[config.mk]
export PLATFORM = sky130hd
export DESIGN_NAME = fpu_issue_sched
export DESIGN_NICKNAME = d
export VERILOG_FILES = /design/src/rtl/fpu_issue_sched.sv
export SDC_FILE = /design/constraint.sdc
export NUM_CORES = 1
export LEC_CHECK = 0
export CAP_MARGIN = 5
export CORE_MARGIN = 2
export CORE_UTILIZATION = 63
export DETAILED_ROUTE_END_ITERATION = 7
export PLACE_DENSITY = 0.91
export SLEW_MARGIN = 25
export SYNTH_ARGS = -nofsm -noshare
export SYNTH_HDL_FRONTEND = slang
export SYNTH_SLANG_ARGS = --single-unit
[constraint.sdc]
create_clock -name clk -period 12.13 [get_ports clk]
set_clock_uncertainty 0.2 [all_clocks]
set_input_delay 2.426 -clock clk [delete_from_list [all_inputs] [get_ports clk]]
set_output_delay 2.426 -clock clk [all_outputs]
set_load 0.01 [all_outputs]
[src/rtl/fpu_issue_sched.sv]
`default_nettype none
// +----------------------------------------------------------------------------+
// | fpu_issue_sched: in-order dual-capture queue issuing to the shared FPU     |
// | under an outstanding-op credit limit, with serialising-op drain/wait.      |
// | Rev 1.0                                                                    |
// +----------------------------------------------------------------------------+
module fpu_issue_sched #(
  parameter int DEPTH     = 8,
  parameter int TAG_W     = 6,
  parameter int MAX_OUTST = 4
) (
  input  logic                     clk,
  input  logic                     resetn,
  input  logic                     flush,
  input  logic                     in_valid0,
  input  logic                     in_valid1,
  input  logic                     in_fpu0,
  input  logic                     in_fpu1,
  input  logic                     in_serial0,
  input  logic                     in_serial1,
  input  logic [31:0]              in_inst0,
  input  logic [31:0]              in_inst1,
  input  logic [TAG_W-1:0]         in_tag0,
  input  logic [TAG_W-1:0]         in_tag1,
  output logic                     take0,
  output logic                     take1,
  output logic                     fpu_fetched,
  output logic                     sched_busy,
  output logic                     fpu_req_valid,
  output logic [31:0]              fpu_req_inst,
  output logic [TAG_W-1:0]         fpu_req_tag,
  input  logic                     fpu_req_ready,
  input  logic                     fpu_done,
  output logic [$clog2(DEPTH):0]   q_count
);

  localparam int AW = $clog2(DEPTH);
  localparam int OW = $clog2(MAX_OUTST + 1);

  typedef enum logic [1:0] {
    ST_RUN       = 2'd0,
    ST_DRAIN     = 2'd1,
    ST_WAIT_DONE = 2'd2
  } state_t;

  logic [31:0]      r_inst [DEPTH];
  logic [TAG_W-1:0] r_tag  [DEPTH];
  logic [DEPTH-1:0] r_serial;
  logic [AW-1:0]    r_wr_ptr;
  logic [AW-1:0]    r_rd_ptr;
  logic [AW:0]      r_count;
  logic [OW-1:0]    r_outst;
  state_t           r_state;
  state_t           w_state_next;

  logic             w_sel0;
  logic             w_sel1;
  logic [1:0]       w_need;
  logic [AW:0]      w_free;
  logic             w_cap;
  logic             w_empty;
  logic             w_head_serial;
  logic             w_room;
  logic             w_gate;
  logic             w_fire;
  logic             w_done_eff;
  logic [AW-1:0]    w_wr1;

  assign w_sel0  = in_valid0 & in_fpu0;
  assign w_sel1  = in_valid1 & in_fpu1;
  assign w_need  = {1'b0, w_sel0} + {1'b0, w_sel1};
  assign w_free  = (AW+1)'(DEPTH) - r_count;
  // A pair is captured whole or not at all; free space ignores this cycle's pop.
  assign w_cap   = (w_need != 2'd0) & ((AW+1)'(w_need) <= w_free) & ~flush;

  assign take0       = w_cap & w_sel0;
  assign take1       = w_cap & w_sel1;
  assign fpu_fetched = take0 | take1;
  assign sched_busy  = (w_need != 2'd0) & ~w_cap & ~flush;

  assign w_empty       = (r_count == '0);
  assign w_head_serial = r_serial[r_rd_ptr];
  assign w_room        = (r_outst < OW'(MAX_OUTST));
  assign w_done_eff    = fpu_done & (r_outst != '0);

  always_comb begin
    w_gate       = 1'b0;
    w_state_next = r_state;
    case (r_state)
      ST_RUN: begin
        if (!w_head_serial || r_outst == '0) begin
          w_gate = 1'b1;
        end else if (!w_empty) begin
          w_state_next = ST_DRAIN;
        end
      end
      ST_DRAIN: begin
        if (r_outst == '0) begin
          w_gate       = 1'b1;
          w_state_next = ST_RUN;
        end
      end
      ST_WAIT_DONE: begin
        if (r_outst == '0) begin
          w_state_next = ST_RUN;
        end
      end
      default: w_state_next = ST_RUN;
    endcase
    if (w_fire && w_head_serial) begin
      w_state_next = ST_WAIT_DONE;
    end
    if (flush) begin
      w_state_next = ST_RUN;
    end
  end

  assign fpu_req_valid = ~w_empty & ~flush & w_room & w_gate;
  assign w_fire        = fpu_req_valid & fpu_req_ready;
  assign fpu_req_inst  = r_inst[r_rd_ptr];
  assign fpu_req_tag   = r_tag[r_rd_ptr];
  assign q_count       = r_count;

  // Slot0 lands first; slot1 follows it, or takes the write pointer when alone.
  assign w_wr1 = r_wr_ptr + AW'(take0);

  always_ff @(posedge clk) begin
    if (take0) begin
      r_inst[r_wr_ptr]   <= in_inst0;
      r_tag[r_wr_ptr]    <= in_tag0;
      r_serial[r_wr_ptr] <= in_serial0;
    end
    if (take1) begin
      r_inst[w_wr1]   <= in_inst1;
      r_tag[w_wr1]    <= in_tag1;
      r_serial[w_wr1] <= in_serial1;
    end
  end

  always_ff @(posedge clk) begin
    if (!resetn || flush) begin
      r_wr_ptr <= '0;
      r_rd_ptr <= '0;
      r_count  <= '0;
      r_outst  <= '0;
    end else begin
      r_wr_ptr <= r_wr_ptr + AW'(take0) + AW'(take1);
      r_rd_ptr <= r_rd_ptr + AW'(w_fire);
      r_count  <= r_count + (AW+1)'(take0) + (AW+1)'(take1) - (AW+1)'(w_fire);
      r_outst  <= r_outst + OW'(w_fire) - OW'(w_done_eff);
    end
  end

  always_ff @(posedge clk) begin
    if (!resetn) begin
      r_state <= ST_RUN;
    end else begin
      r_state <= w_state_next;
    end
  end

endmodule
`default_nettype wire
**Track usage over the die**

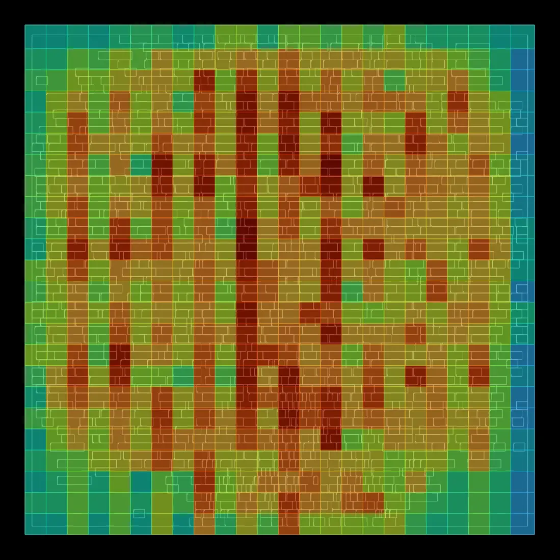
met3 usage: 3.71%
grt met2 use: 44.1%
WL per Instance: 25.1 um
post-layout util: 74.3%

**Wire density map**

Scale bar: 50 um. The die is cut into 33 by 33 equal tiles; black is low, pale yellow is high, scaled to the fullest tile. Values are wire area over tile area, all layers added.
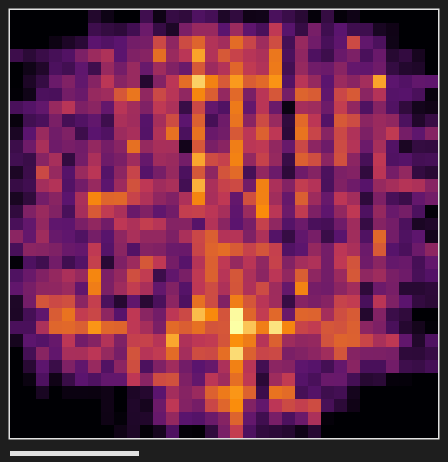
mean over tiles: 0.21
tiles over half the peak: 22%
fullest tile: 0.64

==> run summary <==
Outcome: complete, no violations
Log Warnings: 28
Dpl hpwl: 20900 um
Area grow syn2layout: 16.2%
Unique cell types: 40
Final Cell Area: 0.0193 mm2
Share of total power in the clock network: 39.5%
Buf+Inv Stages, Crit Path: 3
H-tree depth: 1
WL met1: 15200 um
Clk pin slew, worst setup/hold paths: 60 ps
Drt first pass iters: 5
Syn_area_per_cell: 17.0 um2
Final routed DRC violation total: 0
Unrepaired setup endpoints after global routing: false
Max cap viols: 0
F_max: 121 MHz
Synth area leader: edfxtp_1
Cell family contributing the most delay on the critical path: buffers and inverters
Mux area share: 34.3%
Dominant class by area: registers
Adders+Majority by Area: 1.72%
Comb/total area: 35.0%
Synthesized chip area reported by yosys: 0.0166 mm2
Pwr Total: 2.50 mW
**M2 wires**

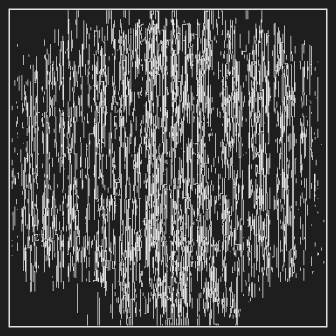
nets with wire on the layer: 1104
main direction: vertical
longest straight run: 87.4 um
wire length on this layer: 18200 um

sequential cells by signal, indices dropped and copies added (netlist names):
| name | count |
|---|---|
| r_inst | 256 |
| r_tag | 48 |
| r_serial | 8 |
| q_count | 4 |
| r_outst | 3 |
| r_rd_ptr | 3 |
| r_wr_ptr | 3 |
| r_state | 2 |
cells by family after synthesis:
kind of cell	after synthesis
muxes	431
AOI/OAI and AO/OA	36
xor gates and xnor gates	11
DFF	327
buffers and inverters	78
adders and majority gates	21
and+or+nand+nor	72
how the worst max path moves through the flow:
stage / end / slack, ps / depth (start not counted)
after floorplan: r_inst[1][0]$_DFFE_PP_ / 4750 / 15
after global placement: r_inst[5][15]$_DFFE_PP_ / 3620 / 15
after detailed placement: take0 / 3950 / 10
after CTS: take0 / 3950 / 10
after global routing: take0 / 3600 / 10
final: take0 / 3890 / 10
cells in the final DEF, fill, tap and decap left out, types with 4 or more instances in the layout:
master | netlist | layout
xnor2_1 | 8 | 7
nor3_1 | 8 | 8
clkbuf_16 | 0 | 31
mux2i_1 | 12 | 12
and2_1 | 8 | 8
nand2_1 | 15 | 11
buf_4 | 1 | 13
nand2_4 | 0 | 4
o211ai_1 | 4 | 4
clkbuf_1 | 16 | 5
nor2b_1 | 4 | 4
dfxtp_1 | 23 | 20
clkdlybuf4s50_1 | 0 | 133
edfxtp_1 | 304 | 304
bufinv_16 | 0 | 4
mux2_2 | 340 | 340
mux4_2 | 77 | 77
ha_1 | 18 | 18
o21ai_0 | 13 | 13
a21oi_1 | 6 | 6
inv_1 | 17 | 17
clkinv_1 | 0 | 6
nor2_1 | 22 | 22
clkinv_2 | 0 | 6
Power and IR drop assume default switching activity.
